[config.mk]
export PLATFORM = sky130hd
export DESIGN_NAME = bin_gray_codec_pipe_flat
export DESIGN_NICKNAME = d
export VERILOG_FILES = /design/src/rtl/bin_gray_codec_pipe_if.sv /design/src/rtl/bin_gray_codec_pipe.sv /design/src/flat_wrapper.sv
export SDC_FILE = /design/constraint.sdc
export NUM_CORES = 1
export LEC_CHECK = 0
export ABC_CLOCK_PERIOD_IN_PS = 1000
export CELL_PAD_IN_SITES_DETAIL_PLACEMENT = 0
export CELL_PAD_IN_SITES_GLOBAL_PLACEMENT = 1
export CORE_MARGIN = 2
export CORE_UTILIZATION = 30
export DETAILED_ROUTE_END_ITERATION = 12
export GPL_ROUTABILITY_DRIVEN = 0
export GPL_TIMING_DRIVEN = 0
export PLACE_DENSITY = 0.68
export SYNTH_ARGS = -nofsm -noshare
export SYNTH_HDL_FRONTEND = slang
export SYNTH_SLANG_ARGS = --single-unit
[constraint.sdc]
create_clock -name clk -period 1 [get_ports clk]
set_input_delay 0.1 -clock clk [delete_from_list [all_inputs] [get_ports clk]]
set_output_delay 0.1 -clock clk [all_outputs]
set_load 0.03 [all_outputs]
[src/rtl/bin_gray_codec_pipe_if.sv]
// Handshake bundle for the pipelined binary/Gray codec: upstream word channel
// plus downstream result channel.
interface bin_gray_codec_pipe_if #(
    parameter int WIDTH = 4
);
    logic             in_valid;
    logic             in_ready;
    logic             in_mode;
    logic [WIDTH-1:0] in_data;
    logic             out_valid;
    logic             out_ready;
    logic             out_mode;
    logic [WIDTH-1:0] out_data;

    modport master (
        output in_valid, in_mode, in_data, out_ready,
        input  in_ready, out_valid, out_mode, out_data
    );

    modport slave (
        input  in_valid, in_mode, in_data, out_ready,
        output in_ready, out_valid, out_mode, out_data
    );
endinterface

[src/rtl/bin_gray_codec_pipe.sv]
// Two-stage pipelined binary<->Gray converter, mode carried per word,
// full throughput with lossless valid/ready backpressure.
module bin_gray_codec_pipe #(
    parameter int WIDTH = 4
) (
    input  logic                 clk,
    input  logic                 rst_n,
    bin_gray_codec_pipe_if.slave bus
);
    logic             s1_valid, s2_valid;
    logic             s1_mode, s2_mode;
    logic [WIDTH-1:0] s1_data, s2_data;
    logic [WIDTH-1:0] b2g, g2b, conv;
    logic             s2_adv, in_fire;

    // in_ready looks only at state and out_ready, never at in_valid.
    assign s2_adv       = s1_valid && (!s2_valid || bus.out_ready);
    assign bus.in_ready = !s1_valid || s2_adv;
    assign in_fire      = bus.in_valid && bus.in_ready;

    assign b2g = s1_data ^ (s1_data >> 1);

    // Gray->binary is a running XOR from the MSB down.
    always_comb begin
        logic acc;
        g2b = '0;
        acc = 1'b0;
        for (int i = WIDTH - 1; i >= 0; i--) begin
            acc    = acc ^ s1_data[i];
            g2b[i] = acc;
        end
    end

    assign conv = s1_mode ? g2b : b2g;

    always_ff @(posedge clk or negedge rst_n) begin
        if (!rst_n) begin
            s1_valid <= 1'b0;
            s1_mode  <= 1'b0;
            s1_data  <= '0;
        end else begin
            s1_valid <= in_fire || (s1_valid && !s2_adv);
            if (in_fire) begin
                s1_mode <= bus.in_mode;
                s1_data <= bus.in_data;
            end
        end
    end

    always_ff @(posedge clk or negedge rst_n) begin
        if (!rst_n) begin
            s2_valid <= 1'b0;
            s2_mode  <= 1'b0;
            s2_data  <= '0;
        end else begin
            s2_valid <= s2_adv || (s2_valid && !bus.out_ready);
            if (s2_adv) begin
                s2_mode <= s1_mode;
                s2_data <= conv;
            end
        end
    end

    assign bus.out_valid = s2_valid;
    assign bus.out_mode  = s2_mode;
    assign bus.out_data  = s2_data;
endmodule
[src/flat_wrapper.sv]
// flat-port wrapper written by rule: the top's interface ports become plain ports
module bin_gray_codec_pipe_flat 
#(
    parameter int WIDTH = 4
)
  (clk, rst_n, bus_in_valid, bus_in_mode, bus_in_data, bus_out_ready, bus_in_ready, bus_out_valid, bus_out_mode, bus_out_data);
  bin_gray_codec_pipe_if #(.WIDTH(WIDTH)) bus_i ();
  input  logic clk;
  input  logic rst_n;
  input wire logic [$bits(bus_i.in_valid)-1:0] bus_in_valid;
  input wire logic [$bits(bus_i.in_mode)-1:0] bus_in_mode;
  input wire logic [$bits(bus_i.in_data)-1:0] bus_in_data;
  input wire logic [$bits(bus_i.out_ready)-1:0] bus_out_ready;
  output wire logic [$bits(bus_i.in_ready)-1:0] bus_in_ready;
  output wire logic [$bits(bus_i.out_valid)-1:0] bus_out_valid;
  output wire logic [$bits(bus_i.out_mode)-1:0] bus_out_mode;
  output wire logic [$bits(bus_i.out_data)-1:0] bus_out_data;
  assign bus_i.in_valid = bus_in_valid;
  assign bus_i.in_mode = bus_in_mode;
  assign bus_i.in_data = bus_in_data;
  assign bus_i.out_ready = bus_out_ready;
  assign bus_in_ready = bus_i.in_ready;
  assign bus_out_valid = bus_i.out_valid;
  assign bus_out_mode = bus_i.out_mode;
  assign bus_out_data = bus_i.out_data;
  bin_gray_codec_pipe #(.WIDTH(WIDTH)) u_core (.clk(clk), .rst_n(rst_n), .bus(bus_i));
endmodule
Run 1, placement by cell class:
The bar under the picture is 10 µm long. Fill, decap, tap and diode cells in grey.
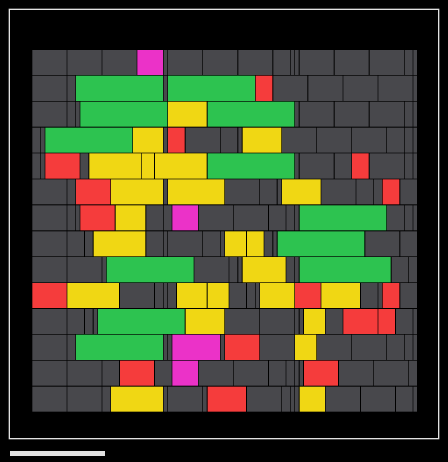
| class | colour | cells | share of their area |
|---|---|---|---|
| clock drivers and dummy loads | magenta | 4 | 5.0% |
| combinational and other logic | yellow | 24 | 35% |
| sequential cells | green | 12 | 42% |
| remaining buffers and delay cells | red | 16 | 18% |

Run 1, gate families picked out:
The bar under the picture is 10 µm long.
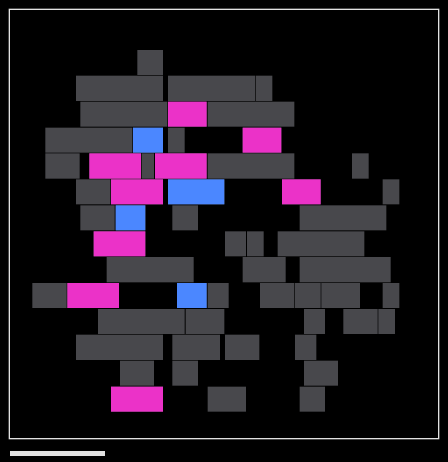
| family | colour | cells | most used |
|---|---|---|---|
| xor and xnor cells | blue | 4 | xor2_1 |
| mux cells | magenta | 9 | mux2_4 |

Run 1, cell placement:
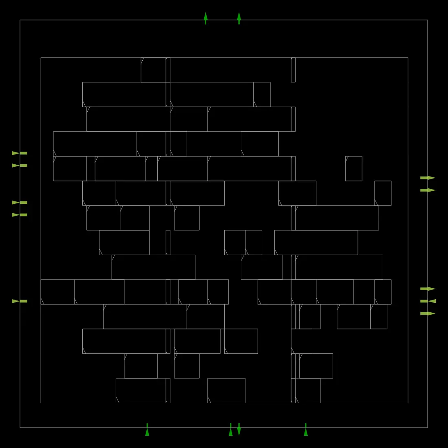
# Taps: 16
core area: 1540 µm²
final core occ: 0.480

Run 1, signal wires on met1:
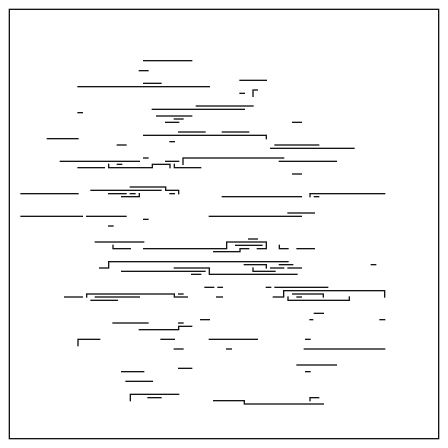
wire length on this layer: 396 µm
nets with wire on the layer: 55
longest straight run: 18.9 µm
share of all routed wire: 43%
total number of vias: 346
met1 Use GR: 0.125
final wirelength: 926 µm

==> flow_metrics.py, run 1 <==
# Generated from Yosys and OpenROAD reports
metrics = {
    "status": {
        "status": "finished, violations left",
        "violations": "setup timing",
    },
    "route": {
        "avgRoutedWirePerCell_um": 12.9,
        "avgViaCountPerCell": 4.81,
    },
    "global_routing": {
        "antenna_found_initial": 0,
        "overflow": 0,
        "grt_pass1_vias": 353,
        "grt_busiest_layer": "met2",
        "track_usage": 0.109,
    },
    "sta": {
        "min_period_ps": 1160,
        "timing.final.hold_violations": 0,
        "slew_violations": 0,
        "setup_viol": 11,
        "relSlewSlack": 0.656,
        "setup_slack_ps": -157,
        "fin_skew_ps": 4.85,
        "fin_crit_sh": 1.16,
    },
    "cells_and_area": {
        "final_layout_top_logic_cells": "11 x dfrtp_1, 8 x clkdlybuf4s50_1, 6 x mux2_4, 6 x buf_2",
        "lay_top_count": "dfrtp_1",
        "fin_area_um2": 739,
        "syn2layout_area_growth_pct": 47.0,
        "diodes": 0,
        "drive_gt1_frac": 0.482,
    },
    "synth": {
        "synth_cell_types": 11,
        "syn_area_per_cell_um2": 14.0,
        "syn_area_um2": 503,
        "synthCells": 36,
        "ys_area_um2": 503,
        "yosysCellCount": 36,
        "yosysWarnings": 0,
        "fp_nets": 45,
    },
    "setup_path": {
        "crit_path_end_kind": "flip-flop",
        "critical_path.max_fanout": 5,
        "crit_required_ps": 1160,
    },
    "floorplanning": {
        "fp_util": 0.326,
        "fp.dieArea_um2": 2020,
        "die_x_um": 44.9,
        "die_h_um": 44.9,
        "io-pin-count": 16,
    },
    "clocking": {
        "clkSinkCount": 12,
        "clkTransAtPathRegs_ps": 80,
        "root_buffer": "clkbuf_4",
        "postCtsHoldBufs": 0,
    },
    "pwr": {
        "peakVddDrop_v": 0.000836,
        "power.density_nw_per_um2": 2170,
    },
    "run": {
        "max-cap-violations": 0,
    },
    "place": {
        "place_area_um2": 679,
    },
}
==> run 1: how the worst max path moves through the flow <==
stage,startpoint,endpoint,slack [ps],cells after the start
2_1_floorplan,u_core.bus.out_valid,u_core.s1_data[0],-460,3
3_3_place_gp,bus_out_ready,bus_in_ready,-510,3
3_5_place_dp,bus_out_ready,bus_in_ready,-530,3
4_1_cts,u_core.s1_valid,u_core.s1_mode,-160,3
5_1_grt,u_core.s1_valid,u_core.s1_data[2],-200,3
6_report,u_core.bus.out_valid,u_core.s1_mode,-160,3
==> run 1: report_power, final <==
group	total (W)	internal (W)	leakage, nW	switching (W)
sequential	0.000669	0.000594	0.138	0.0000745
combinational	0.000556	0.000255	0.185	0.000301
clock	0.000382	0.000221	0.0210	0.000160
==> run 1: cell usage after synthesis <==
cell / number / share of area
nand2b_1: 3 / 0.037
mux2_2: 9 / 0.20
and3_1: 1 / 0.012
a21bo_2: 1 / 0.020
o31ai_1: 1 / 0.015
xor2_1: 3 / 0.052
a21oi_1: 1 / 0.0099
dfrtp_1: 12 / 0.60
nand3b_1: 1 / 0.015
xnor2_1: 1 / 0.017
nand2_1: 3 / 0.022
==> run 1: kinds of logic (layout without fill, tap and decap cells) <==
group / Yosys count / after routing / share of synthesized area
DFF: 12 / 12 / 0.597
xor gates and xnor gates: 4 / 4 / 0.0697
and+or+nand+nor: 8 / 8 / 0.0871
muxes: 9 / 9 / 0.201
buffers and inverters: 0 / 20 / 0
AOI/OAI and AO/OA: 3 / 3 / 0.0448
==> run 1: final cells by class <==
class	instances	area, µm²
repair buffers	16	129
flip-flops and latches	12	302
well taps	16	20.0
clock buffers	4	36.3
fillers	141	802
multi-input cells	24	253
==> run 1: metrics by stage <==
step                      utilization  power, W  setup TNS, ps  worst slack, ps  cells
after floorplan                     -   0.00101          -2880             -465     36
after global placement          0.441   0.00124          -4020             -515     67
after detailed placement        0.441   0.00126          -4330             -525     67
after CTS                       0.451   0.00158          -1320             -157     72
after global routing            0.480   0.00169          -1820             -205     72
final                           0.480   0.00161          -1310             -157     72
==> run 1: worst max-delay path, cell delays in order, from the launching register on <==
cell	delay [ps]
dfrtp_2	420
nand3b_1	190
nand2_4	120
mux2_4	310
==> run 1: sequential cells by signal, indices dropped and copies added (netlist names) <==
name / flops
u_core.bus.out_data: 4
u_core.bus.out_mode: 1
u_core.bus.out_valid: 1
u_core.s1_data: 4
u_core.s1_mode: 1
u_core.s1_valid: 1
==> run 1: layer usage <==
metal  wire length (µm)  share of wire
met1                395           0.43
met2                473           0.51
met3                 57          0.062
met4                  0              0
met5                  0              0
==> run 1: repair_timing <==
action                     in CTS  in global routing
resized                        37                 10
pin swaps                       3                  2
gates cloned                    0                  0
setup endpoints to repair      17                 11
setup buffers                   1                  0
==> run 1 -> run 2 <==
- GPL_ROUTABILITY_DRIVEN: 0 -> not set
Run 2, gate families picked out:
The bar under the picture is 10 µm long.
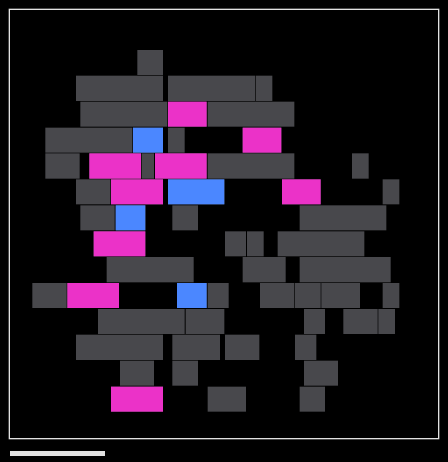
| family | colour | cells | most used |
|---|---|---|---|
| mux cells | magenta | 9 | mux2_4 |
| xor and xnor cells | blue | 4 | xor2_1 |

==> run 2 against run 1 <==
The flow still finishes with violations (setup timing). Die size is the same. Clock skew unchanged. Combinational power barely moved. Design area did not move. Cell count is the same. Global-route usage unchanged. First-iteration DRC count unchanged. Sequential cell count unchanged. Clock power hardly changed.
==> flow_metrics.py, run 2 <==
# Generated from Yosys and OpenROAD reports
metrics = {
    "synth": {
        "edf_count": 0,
        "async_flop_share": 1.00,
        "syn_area_um2": 503,
        "synth_cell_types": 11,
        "top_area_frac": 0.597,
        "syn_area_per_cell_um2": 14.0,
        "top_area_cell": "dfrtp_1",
    },
    "setup_path": {
        "crit_path_end_kind": "flip-flop",
        "cpLargestDelayFamily": "flip-flops",
        "endpoint": "u_core.s1_mode",
        "path_depth": 3,
        "slowest_stage": "dfrtp_2",
        "slowest_delay_ps": 420,
    },
    "cells_and_area": {
        "register_area_um2": 302,
    },
    "sta": {
        "setup_viol": 11,
        "fin_skew_ps": 4.85,
        "setup_slack_ps": -157,
        "timing.final.hold_violations": 0,
    },
    "pwr": {
        "p_seq_frac": 0.417,
        "sw_frac_of_total": 0.334,
    },
    "status": {
        "violations": "setup timing",
        "status": "finished, violations left",
    },
    "global_routing": {
        "grt_pass1_vias": 353,
        "overflow": 0,
        "antenna_found_initial": 0,
    },
    "clocking": {
        "clkSinkCount": 12,
    },
    "route": {
        "avgViaCountPerCell": 4.81,
    },
}
run 2: cell counts after synthesis:
No cell type changed its count.
run 2: timing repair:
action / 4_1_cts / 5_1_grt
pin swaps: 3 / 2
gates cloned: 0 / 0
setup endpoints to repair: 17 / 11
resized: 37 / 10
buffers inserted: 1 / 0
run 2: logic make-up after synthesis:
logic type,Yosys count,synth area share
flops,12,0.597
mux,9,0.201
simple gates,8,0.0871
xor+xnor,4,0.0697
compound gates,3,0.0448
run 2: worst min path at each step:
| stage | from | end | depth (start not counted) |
|---|---|---|---|
| after CTS | rst_n | u_core.bus.out_data[0] | 1 |
| after global placement | rst_n | u_core.bus.out_data[0] | 1 |
| after detailed placement | rst_n | u_core.s1_data[0] | 1 |
| after floorplan | rst_n | u_core.bus.out_data[0] | 0 |
| after global routing | rst_n | u_core.bus.out_data[2] | 1 |
| final | rst_n | u_core.bus.out_data[0] | 1 |
run 2: routing by layer:
layer / wire length (µm) / track usage / up-vias
met2: 473 / 0.171 / 10
li1: - / - / 161
met5: 0 / 0 / -
met3: 57 / 0.0240 / 0
met1: 395 / 0.125 / 175
met4: 0 / 0.0882 / 0
run 2: cell type report:
class / instances / area share
well taps: 16 / 0.0271
repair buffers: 16 / 0.174
clock buffers: 4 / 0.0491
multi-input cells: 24 / 0.342
flip-flops and latches: 12 / 0.408
run 2: power groups by stage:
stage               Combinational [W]  Sequential, W  Clock (W)
finish                       0.000556       0.000669   0.000382
global route                 0.000593       0.000682   0.000418
CTS                          0.000515       0.000662   0.000402
detailed placement           0.000578       0.000679          0
global placement             0.000570       0.000668          0
floorplan                    0.000193       0.000820          0
run 2: through the flow:
step                      setup TNS, ps  instances  area, µm²  hold slack, ps  utilization
after CTS                         -1320         72        696             177        0.451
after global routing              -1820         72        739             216        0.480
after detailed placement          -4330         67        679             481        0.441
after global placement            -4020         67        679             467        0.441
after floorplan                   -2880         36        509            -196            -
final                             -1310         72        739             164        0.480
Power figures rest on the tool's default switching activity, not on a simulated workload.
